### config.mk
export PLATFORM = sky130hd
export DESIGN_NAME = arb4way16
export DESIGN_NICKNAME = d
export VERILOG_FILES = /design/src/rtl/arb4way16.sv
export SDC_FILE = /design/constraint.sdc
export NUM_CORES = 1
export LEC_CHECK = 0
export CAP_MARGIN = 5
export CORE_MARGIN = 3
export CORE_UTILIZATION = 30
export DETAILED_ROUTE_END_ITERATION = 8
export SLEW_MARGIN = 20
export SYNTH_ARGS = -nofsm -noshare
export SYNTH_HDL_FRONTEND = slang
export SYNTH_SLANG_ARGS = --single-unit
### constraint.sdc
create_clock -name clk -period 3.9 [get_ports clk]
set_input_delay 0.78 -clock clk [delete_from_list [all_inputs] [get_ports clk]]
set_output_delay 0.78 -clock clk [all_outputs]
set_load 0.03 [all_outputs]
### src/rtl/arb4way16.sv
// Round-robin arbiter for four sources sharing one WIDTH-bit path.
// Grant, selected index and the steered data word are all registered.
module arb4way16 #(
    parameter int WIDTH    = 16,
    parameter int MAX_HOLD = 4
) (
    input  logic             clk,
    input  logic             reset,
    input  logic [3:0]       req,
    input  logic [WIDTH-1:0] a,
    input  logic [WIDTH-1:0] b,
    input  logic [WIDTH-1:0] c,
    input  logic [WIDTH-1:0] d,
    output logic [3:0]       grant,
    output logic [1:0]       sel,
    output logic [WIDTH-1:0] out,
    output logic             out_valid,
    output logic             busy
);

    typedef enum logic {IDLE, GRANT} state_t;

    // MAX_HOLD=0 disables preemption; the counter then just saturates at 255.
    localparam logic [7:0] HOLD_LIM = 8'(MAX_HOLD);
    localparam logic [7:0] HOLD_SAT = (MAX_HOLD == 0) ? 8'd255 : 8'(MAX_HOLD);

    state_t           state, state_nxt;
    logic [1:0]       ptr, ptr_nxt;
    logic [1:0]       sel_nxt;
    logic [3:0]       grant_nxt;
    logic [7:0]       hold_cnt, hold_nxt;
    logic [WIDTH-1:0] out_nxt;
    logic             valid_nxt;
    logic [WIDTH-1:0] sel_data;
    logic [3:0]       others;
    logic [2:0]       pick_idle;
    logic [2:0]       pick_sw;

    // Returns {found, index}: first set bit of r scanning start, start+1, ... mod 4.
    function automatic logic [2:0] rr_pick(input logic [3:0] r, input logic [1:0] start);
        logic [2:0] res;
        logic [1:0] idx;
        res = 3'b000;
        for (int i = 3; i >= 0; i--) begin
            idx = start + 2'(i);
            if (r[idx]) res = {1'b1, idx};
        end
        return res;
    endfunction

    assign others    = req & ~grant;
    assign pick_idle = rr_pick(req, ptr);
    assign pick_sw   = rr_pick(others, sel + 2'd1);
    assign busy      = (state == GRANT);

    always_comb begin
        sel_data = a;
        case (sel)
            2'd0: sel_data = a;
            2'd1: sel_data = b;
            2'd2: sel_data = c;
            2'd3: sel_data = d;
        endcase
    end

    always_comb begin
        state_nxt = state;
        grant_nxt = grant;
        sel_nxt   = sel;
        ptr_nxt   = ptr;
        hold_nxt  = hold_cnt;
        out_nxt   = out;
        valid_nxt = 1'b0;
        case (state)
            IDLE: begin
                if (pick_idle[2]) begin
                    state_nxt = GRANT;
                    grant_nxt = 4'b0001 << pick_idle[1:0];
                    sel_nxt   = pick_idle[1:0];
                    hold_nxt  = 8'd1;
                end
            end
            GRANT: begin
                if (req[sel]) begin
                    out_nxt   = sel_data;
                    valid_nxt = 1'b1;
                end
                if (!req[sel]) begin
                    // Release: hand over directly if anyone else is waiting.
                    ptr_nxt  = sel + 2'd1;
                    hold_nxt = 8'd1;
                    if (pick_sw[2]) begin
                        grant_nxt = 4'b0001 << pick_sw[1:0];
                        sel_nxt   = pick_sw[1:0];
                    end else begin
                        grant_nxt = 4'b0000;
                        state_nxt = IDLE;
                    end
                end else if (MAX_HOLD != 0 && hold_cnt == HOLD_LIM && others != 4'b0000) begin
                    ptr_nxt   = sel + 2'd1;
                    hold_nxt  = 8'd1;
                    grant_nxt = 4'b0001 << pick_sw[1:0];
                    sel_nxt   = pick_sw[1:0];
                end else if (hold_cnt != HOLD_SAT) begin
                    hold_nxt = hold_cnt + 8'd1;
                end
            end
            default: state_nxt = IDLE;
        endcase
    end

    always_ff @(posedge clk or posedge reset) begin
        if (reset) begin
            state     <= IDLE;
            grant     <= 4'b0000;
            sel       <= 2'd0;
            ptr       <= 2'd0;
            hold_cnt  <= 8'd0;
            out       <= '0;
            out_valid <= 1'b0;
        end else begin
            state     <= state_nxt;
            grant     <= grant_nxt;
            sel       <= sel_nxt;
            ptr       <= ptr_nxt;
            hold_cnt  <= hold_nxt;
            out       <= out_nxt;
            out_valid <= valid_nxt;
        end
    end

endmodule

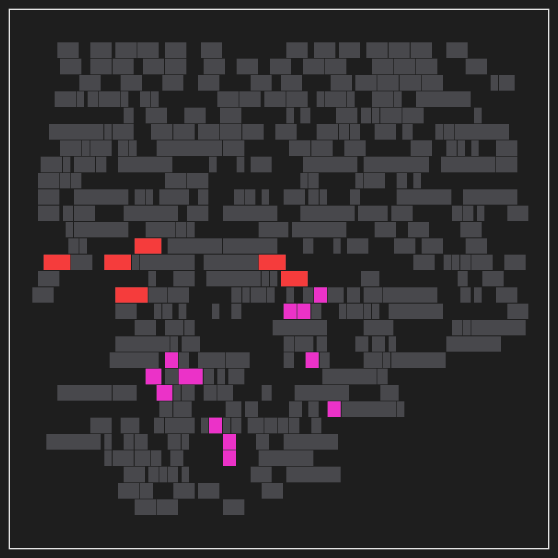
**Above:** selected gate families.
(6 px per um)
| family | color | cells | most used |
|---|---|---|---|
| and/or cells | magenta | 12 | or3_1 |
| fa/ha/maj cells | red | 6 | ha_1 |

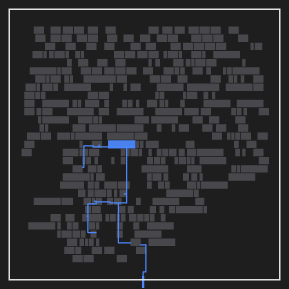
**Above:** port wiring.
(3 px per um)
| port | color | direction | edge | end cells | wire |
|---|---|---|---|---|---|
| `busy` | blue | output | bottom | 1 | 104 um |

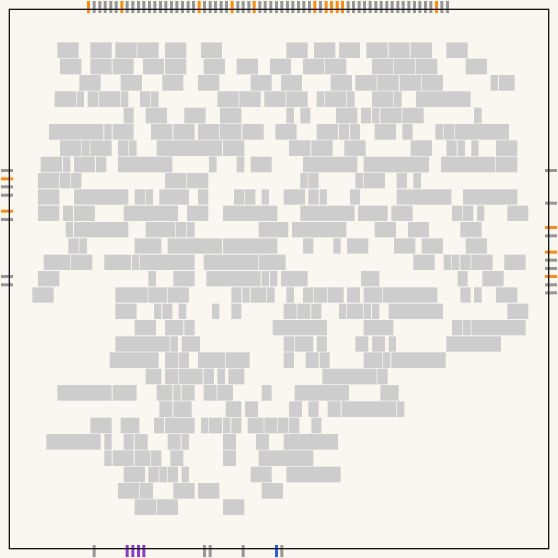
**Above:** I/O pins on the die edge.
(6 px per um) Pins as bars across the die edge, other pins in gray.
| port | color | pins | direction | edge |
|---|---|---|---|---|
| `req` | purple | 4 | input | bottom |
| `busy` | blue | 1 | output | bottom |
| `a` | orange | 16 | input | 11 top, 3 right, 2 left |

==> results_dict.tcl <==
# implementation run metrics
set metrics [dict create \
    grt_use_total 0.1672 \
    sh_seq_area 0.2632 \
    logic_area_um2 1145 \
    placed_cell_area_um2 3093 \
    num_rows 29 \
    rsz0062_at_grt "false" \
    drtAntennaViolNets 0 \
    drtIter0Drc 195 \
    cts_buffers 5 \
    worst_pin_slew_ns 0.7893 \
    holdWs_ns 0.4798 \
    grt_use_met1 0.2295 \
    crit_type "in2reg" \
    status "completed" \
    fin_ws_ns 1.000 \
    finalCriticalPeriod_ns 2.900 \
    well_tap_count 93 \
    min_path_type "reg2reg" \
    mux_share 0.03993 \
    max_slew_margin 0.4715 \
    synth_cells 241 \
    peakVddDrop_v 0.0004192 \
    fillCellCount 631 \
    grt_pass1_wl_um 10360 \
    grt_max_degree 35 \
    worstSetupEndpointType "register" \
    flop_cell "dfrtp_1" \
    p_leak_nw 1.338 \
    inv_count 12 \
    simple_gate_area_frac 0.1889 \
    multi_input_comb_cells 181 \
    finalPower_w 0.002470 \
    placed_cells 414 \
    root_buffer "clkbuf_8" \
    stdcell_area_um2 3233 \
    vias 2149 \
    busiest_layer "met2" \
    syn_area_um2 2100 \
    top_area_cell "dfrtp_1" \
    skew_ns 0.004915 \
    diodes 0 \
    grt_antenna_before_repair 0 \
    num-clock-buffers 5 \
    die_h_um 89.66 \
    clock-sinks 34 \
    cts_setup_buffers 0 \
    comb_share 0.3541 \
    syn_nets 317 \
    port_buffers 93 \
    yosys_warnings 0 \
    top_cell_area_share 0.4052 \
    clk_share 0.04257 \
    seq_cells 34 \
    ys_cells 241 \
    drive_gt1_frac 0.05167 \
    gr-usage-met2 0.2666 \
    largest_register_ffs 16 \
    avgSynthCellArea_um2 8.712 \
    htree_levels 2 \
    startpoint "req[0]" \
    viasPerCell 5.092 \
    crit_fanout 11 \
    cp-start-kind "input port" \
    area_delta_synth_final_pct 53.99 \
    flop_area_um2 850.8 \
    yosys-top-cells-count "dfrtp_1 (34), a21oi_1 (28), nand2_1 (24), nor2_1 (24), o21ai_0 (21)" \
    grt_remaining_overflow 0 \
    top_cell "dfrtp_1" \
    clk_pin_slew_ns 0.08 \
    drv.max_cap_violation_count 0 \
]
## worst max-delay path, cell delays in order
cell	delay [ns]
clkdlybuf4s50_1	0.58
nor2b_1	0.34
nor4_1	0.14
o211ai_1	0.67
and2_1	0.40
a31oi_1	0.13
## cell families (layout without fill, tap and decap cells)
family                     Yosys count  count (layout)
xor gates and xnor gates             2               2
adders and majority gates            6               6
and+or+nand+nor                     80              80
buffers and inverters               26             114
AOI/OAI and AO/OA                   86              86
DFF                                 34              34
muxes                                7               7
## placed cells by master, fill, tap and decap left out, types with 3 or more instances in the layout
cell / instances
inv_1: 12
clkbuf_8: 5
a222oi_1: 16
mux2i_1: 5
nand2_1: 24
nand2b_1: 3
nand3_1: 3
nor2b_1: 3
nor2_1: 24
or3_1: 4
o21ai_0: 21
a21oi_1: 28
dfrtp_1: 34
nor4_1: 3
ha_1: 5
a31oi_1: 4
nor3_1: 3
clkdlybuf4s50_1: 93
## metal layers
metal	vias to the layer above	routed length, um
li1	1063	-
met2	52	3450
met5	-	0
met4	0	101
met3	8	264
met1	1026	2948
## final timing paths
path / cells after the start / end / slack [ns]
hold reg to reg: 2 / out[3] / 0.48
min in group asynchronous: 3 / out_valid / 0.89
max in group asynchronous: 3 / ptr[1] / 2.70
hold / removal: 2 / out[3] / 0.48
setup / recovery: 6 / grant[0] / 1.00
setup reg to reg: 5 / grant[0] / 1.57
## report_power, final
| part | leakage (nW) | switching (W) | internal, W | total [W] |
|---|---|---|---|---|
| clock | 0.0683 | 0.000136 | 0.000256 | 0.000392 |
| combinational | 0.841 | 0.000848 | 0.000602 | 0.00145 |
| sequential | 0.429 | 0.000133 | 0.000496 | 0.000629 |
| total | 1.34 | 0.00112 | 0.00135 | 0.00247 |
Power and IR drop assume default switching activity.
